Fig. 1: M4 wires
Cells faint in the background.
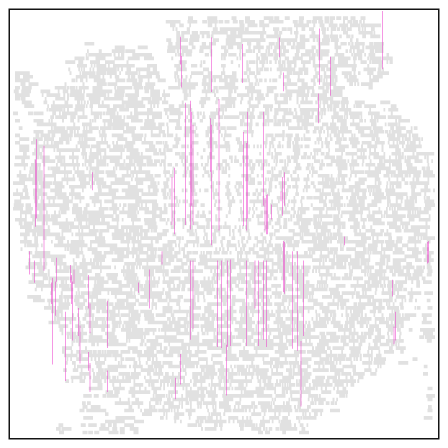
Fig. 2: sequential cells grouped by signal name
Other sequential cells in the stronger grey, the rest of the logic in the fainter grey.
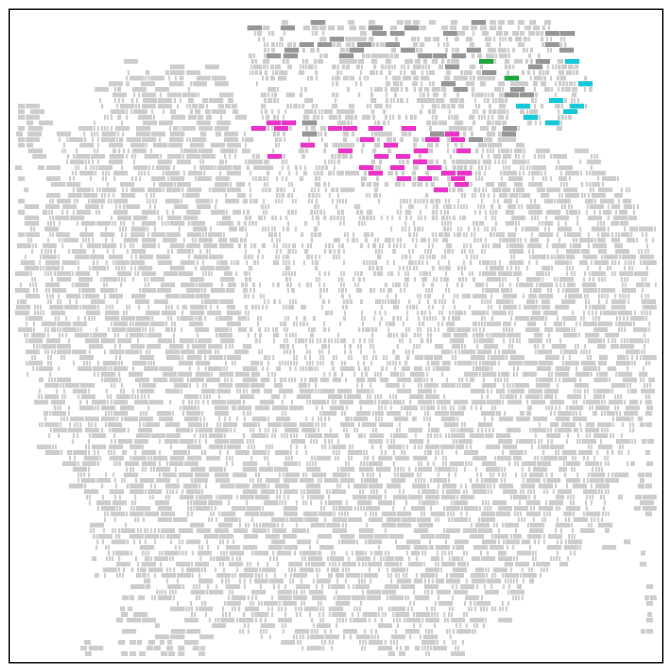
Fig. 3: routing congestion map
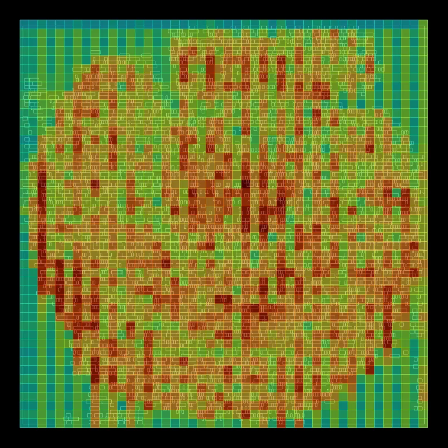
## config.mk

```make
export PLATFORM = sky130hd
export DESIGN_NAME = fp_dot_seq
export DESIGN_NICKNAME = d
export VERILOG_FILES = /design/src/rtl/fp_dot_seq.sv
export SDC_FILE = /design/constraint.sdc
export NUM_CORES = 2
export LEC_CHECK = 0
export ABC_AREA = 1
export CAP_MARGIN = 15
export CORE_MARGIN = 2
export CORE_UTILIZATION = 44
export CTS_BUF_LIST = sky130_fd_sc_hd__clkbuf_16
export CTS_CLUSTER_SIZE = 24
export DETAILED_ROUTE_END_ITERATION = 10
export REMOVE_ABC_BUFFERS = 1
export SLEW_MARGIN = 30
export SYNTH_ARGS = -nofsm -noshare
export SYNTH_HDL_FRONTEND = slang
export SYNTH_SLANG_ARGS = --single-unit
export TNS_END_PERCENT = 5
```

## constraint.sdc

```tcl
create_clock -name clk -period 12.6 [get_ports clk]
set_clock_uncertainty 0.1 [all_clocks]
set_input_delay 3.78 -clock clk [delete_from_list [all_inputs] [get_ports clk]]
set_output_delay 3.78 -clock clk [all_outputs]
set_load 0.03 [all_outputs]
```

## src/rtl/fp_dot_seq.sv

```systemverilog
// Saturating fixed-point dot-product sequencer sharing one fp_mul and one fp_add.
// fp_mul rounds half-up at the fraction boundary; both primitives clamp on overflow.

module fp_mul #(
    parameter int WIDTH    = 32,
    parameter int FRACTION = 16
) (
    input  logic [WIDTH-1:0] a,
    input  logic [WIDTH-1:0] b,
    output logic [WIDTH-1:0] y,
    output logic             sat
);
    localparam int PW = 2 * WIDTH;
    localparam logic signed [PW-1:0] RND  = PW'(1) << (FRACTION - 1);
    localparam logic signed [PW-1:0] MAXV = {{(WIDTH+1){1'b0}}, {(WIDTH-1){1'b1}}};
    localparam logic signed [PW-1:0] MINV = {{(WIDTH+1){1'b1}}, {(WIDTH-1){1'b0}}};

    logic signed [PW-1:0] full;
    logic signed [PW-1:0] shifted;

    always_comb begin
        full    = PW'($signed(a)) * PW'($signed(b));
        shifted = (full + RND) >>> FRACTION;
        sat     = 1'b0;
        y       = shifted[WIDTH-1:0];
        if (shifted > MAXV) begin
            sat = 1'b1;
            y   = MAXV[WIDTH-1:0];
        end else if (shifted < MINV) begin
            sat = 1'b1;
            y   = MINV[WIDTH-1:0];
        end
    end
endmodule

module fp_add #(
    parameter int WIDTH = 32
) (
    input  logic [WIDTH-1:0] a,
    input  logic [WIDTH-1:0] b,
    output logic [WIDTH-1:0] y,
    output logic             sat
);
    logic [WIDTH:0] sum;

    always_comb begin
        sum = {a[WIDTH-1], a} + {b[WIDTH-1], b};
        sat = sum[WIDTH] ^ sum[WIDTH-1];
        y   = sum[WIDTH-1:0];
        if (sat)
            y = sum[WIDTH] ? {1'b1, {(WIDTH-1){1'b0}}} : {1'b0, {(WIDTH-1){1'b1}}};
    end
endmodule

module fp_dot_seq #(
    parameter int WIDTH    = 32,
    parameter int FRACTION = 16,
    parameter int LEN_W    = 8
) (
    input  logic             clk,
    input  logic             rst,
    input  logic             start,
    input  logic [LEN_W-1:0] len,
    output logic             busy,
    input  logic             in_valid,
    output logic             in_ready,
    input  logic [WIDTH-1:0] in_a,
    input  logic [WIDTH-1:0] in_b,
    output logic             out_valid,
    input  logic             out_ready,
    output logic [WIDTH-1:0] out_y,
    output logic             out_sat
);
    localparam logic [1:0] S_IDLE  = 2'd0;
    localparam logic [1:0] S_RUN   = 2'd1;
    localparam logic [1:0] S_DRAIN = 2'd2;
    localparam logic [1:0] S_DONE  = 2'd3;

    logic [1:0]       state;
    logic [LEN_W-1:0] cnt;
    logic [LEN_W-1:0] len_q;
    logic [WIDTH-1:0] prod_q;
    logic             prod_v;
    logic             prod_sat;
    logic [WIDTH-1:0] acc;
    logic             sat_q;

    logic [WIDTH-1:0] mul_y;
    logic             mul_sat;
    logic [WIDTH-1:0] add_y;
    logic             add_sat;
    logic             accept;

    fp_mul #(.WIDTH(WIDTH), .FRACTION(FRACTION)) u_mul (
        .a(in_a), .b(in_b), .y(mul_y), .sat(mul_sat)
    );

    fp_add #(.WIDTH(WIDTH)) u_add (
        .a(acc), .b(prod_q), .y(add_y), .sat(add_sat)
    );

    assign busy      = (state != S_IDLE);
    assign in_ready  = (state == S_RUN);
    assign out_valid = (state == S_DONE);
    assign out_y     = acc;
    assign out_sat   = sat_q;
    assign accept    = in_valid && in_ready;

    always_ff @(posedge clk) begin
        if (rst) begin
            state    <= S_IDLE;
            cnt      <= '0;
            len_q    <= '0;
            prod_q   <= '0;
            prod_v   <= 1'b0;
            prod_sat <= 1'b0;
            acc      <= '0;
            sat_q    <= 1'b0;
        end else begin
            prod_v <= 1'b0;
            if (accept) begin
                prod_q   <= mul_y;
                prod_sat <= mul_sat;
                prod_v   <= 1'b1;
                cnt      <= cnt + 1'b1;
            end
            if (prod_v) begin
                acc   <= add_y;
                sat_q <= sat_q | prod_sat | add_sat;
            end
            // Job-start clears come last so they win over any stray accumulate.
            case (state)
                S_IDLE: if (start) begin
                    acc   <= '0;
                    sat_q <= 1'b0;
                    if (len != '0) begin
                        len_q <= len;
                        cnt   <= '0;
                        state <= S_RUN;
                    end else begin
                        state <= S_DONE;
                    end
                end
                S_RUN:   if (accept && (cnt == len_q - 1'b1)) state <= S_DRAIN;
                S_DRAIN: state <= S_DONE;
                S_DONE:  if (out_ready) state <= S_IDLE;
                default: state <= S_IDLE;
            endcase
        end
    end
endmodule

```

==> summary.txt <==
Results of the run.

The proportion of register bits with asynchronous set or reset after synthesis is 0%. During placement, the flow inserted port buffers numbering 112. Wires add up to 117000 um. The pin count of the biggest net entering global routing is 41. The layer flagged by global routing as most heavily used is met2. The worst setup path is captured at a flop. Per the cell usage report, the commonest logic cell in the layout is sky130_fd_sc_hd__inv_1. The max-capacitance violation count is 0. The cell count in the Yosys report is 5527. Counting distinct cell types in the post-synthesis netlist gives 48. The placer's final routability congestion estimate is 0.939. The run finished with clean final reports. The post-CTS clock slew at the launch and capture registers of the worst setup and hold paths is 0.06 ns. For reference, the critical path is launched at in_b[6]. The post-synthesis cell type with the largest combined area is sky130_fd_sc_hd__fa_1. The warning count from the yosys run is 0.

At the end of the flow, the number of nets in the layout was 6912. The most common logic cells in the final layout are sky130_fd_sc_hd__inv_1, sky130_fd_sc_hd__nand2_1, sky130_fd_sc_hd__fa_1. Dividing the final minimum period by the clock period gives 96.2%. In the floorplan report the effective utilization is 44.6%.

The timing report gives the biggest stage delay along the critical path as 0.84 ns. STA classifies the critical path startpoint as an input pin. On met1, the global router reports a usage of 33.1%.

STA lists the startpoint of the worst register-to-register path as prod_q[0]. The number of antenna violations at the first check in global routing is 1. The logic depth of the worst register-to-register path is 16. The chip occupies 0.101 sq mm. The minimum period implied by the final worst setup slack is 12.12 ns. For this run, global-route usage on met2 was measured as 42.0%. For flop-to-flop paths, the worst setup slack is 8.94 ns. The maximum fanout encountered on the critical timing path is 32. The post-synth count of flops with an enable pin is 0. After detailed routing, the number of remaining DRC violations is 0. The fraction of layout cells with a size suffix above 1 is 4.08%.

The total length of routed met3 wires is 5650 um. Per the finish-stage timing summary, setup violations number 0. Post-synth the commonest register cell is sky130_fd_sc_hd__dfxtp_1.
Notes on Fig. 1 above:
main direction: vertical
nets with wire on the layer: 72

Notes on Fig. 2 above:
legend:
  state:
    colour: green
    sequential_cells: 2
  cnt:
    colour: cyan
    sequential_cells: 8
    where: top right
  prod_q:
    colour: magenta
    sequential_cells: 32
    where: top middle
not coloured: 43

Notes on Fig. 3 above:
routed length per instance: 17.2 um
final cell utilization of the core: 48.1%
met3 usage: 2.65%

[cell type report]
cell class                      count  area, sq um
Clock buffer                        9          225
Clock inverter                      7          121
Fill cell                        9606        50300
Inverter                         1651         6200
Multi-Input combinational cell   3574        34500
Sequential cell                    85         1700
Tap cell                         1276         1600
Timing Repair Buffer              215         2360
[metrics by stage]
stage	worst slack, ns	hold WS, ns	area [sq um]	util (%)	cells
after floorplan	1.09	0.343	42300	-	5310
after detailed placement	0.197	0.363	46300	47.7	6801
after global routing	0.0699	0.398	46700	48.1	6817
final	0.485	0.372	46700	48.1	6817
after CTS	0.525	0.372	46700	48.1	6817
after global placement	0.160	0.357	46300	47.7	6801
[registers in the layout, summed over array words and instances (netlist names)]
register	count
prod_sat	1
state	2
prod_v	1
out_sat	1
len_q	8
prod_q	32
out_y	32
cnt	8
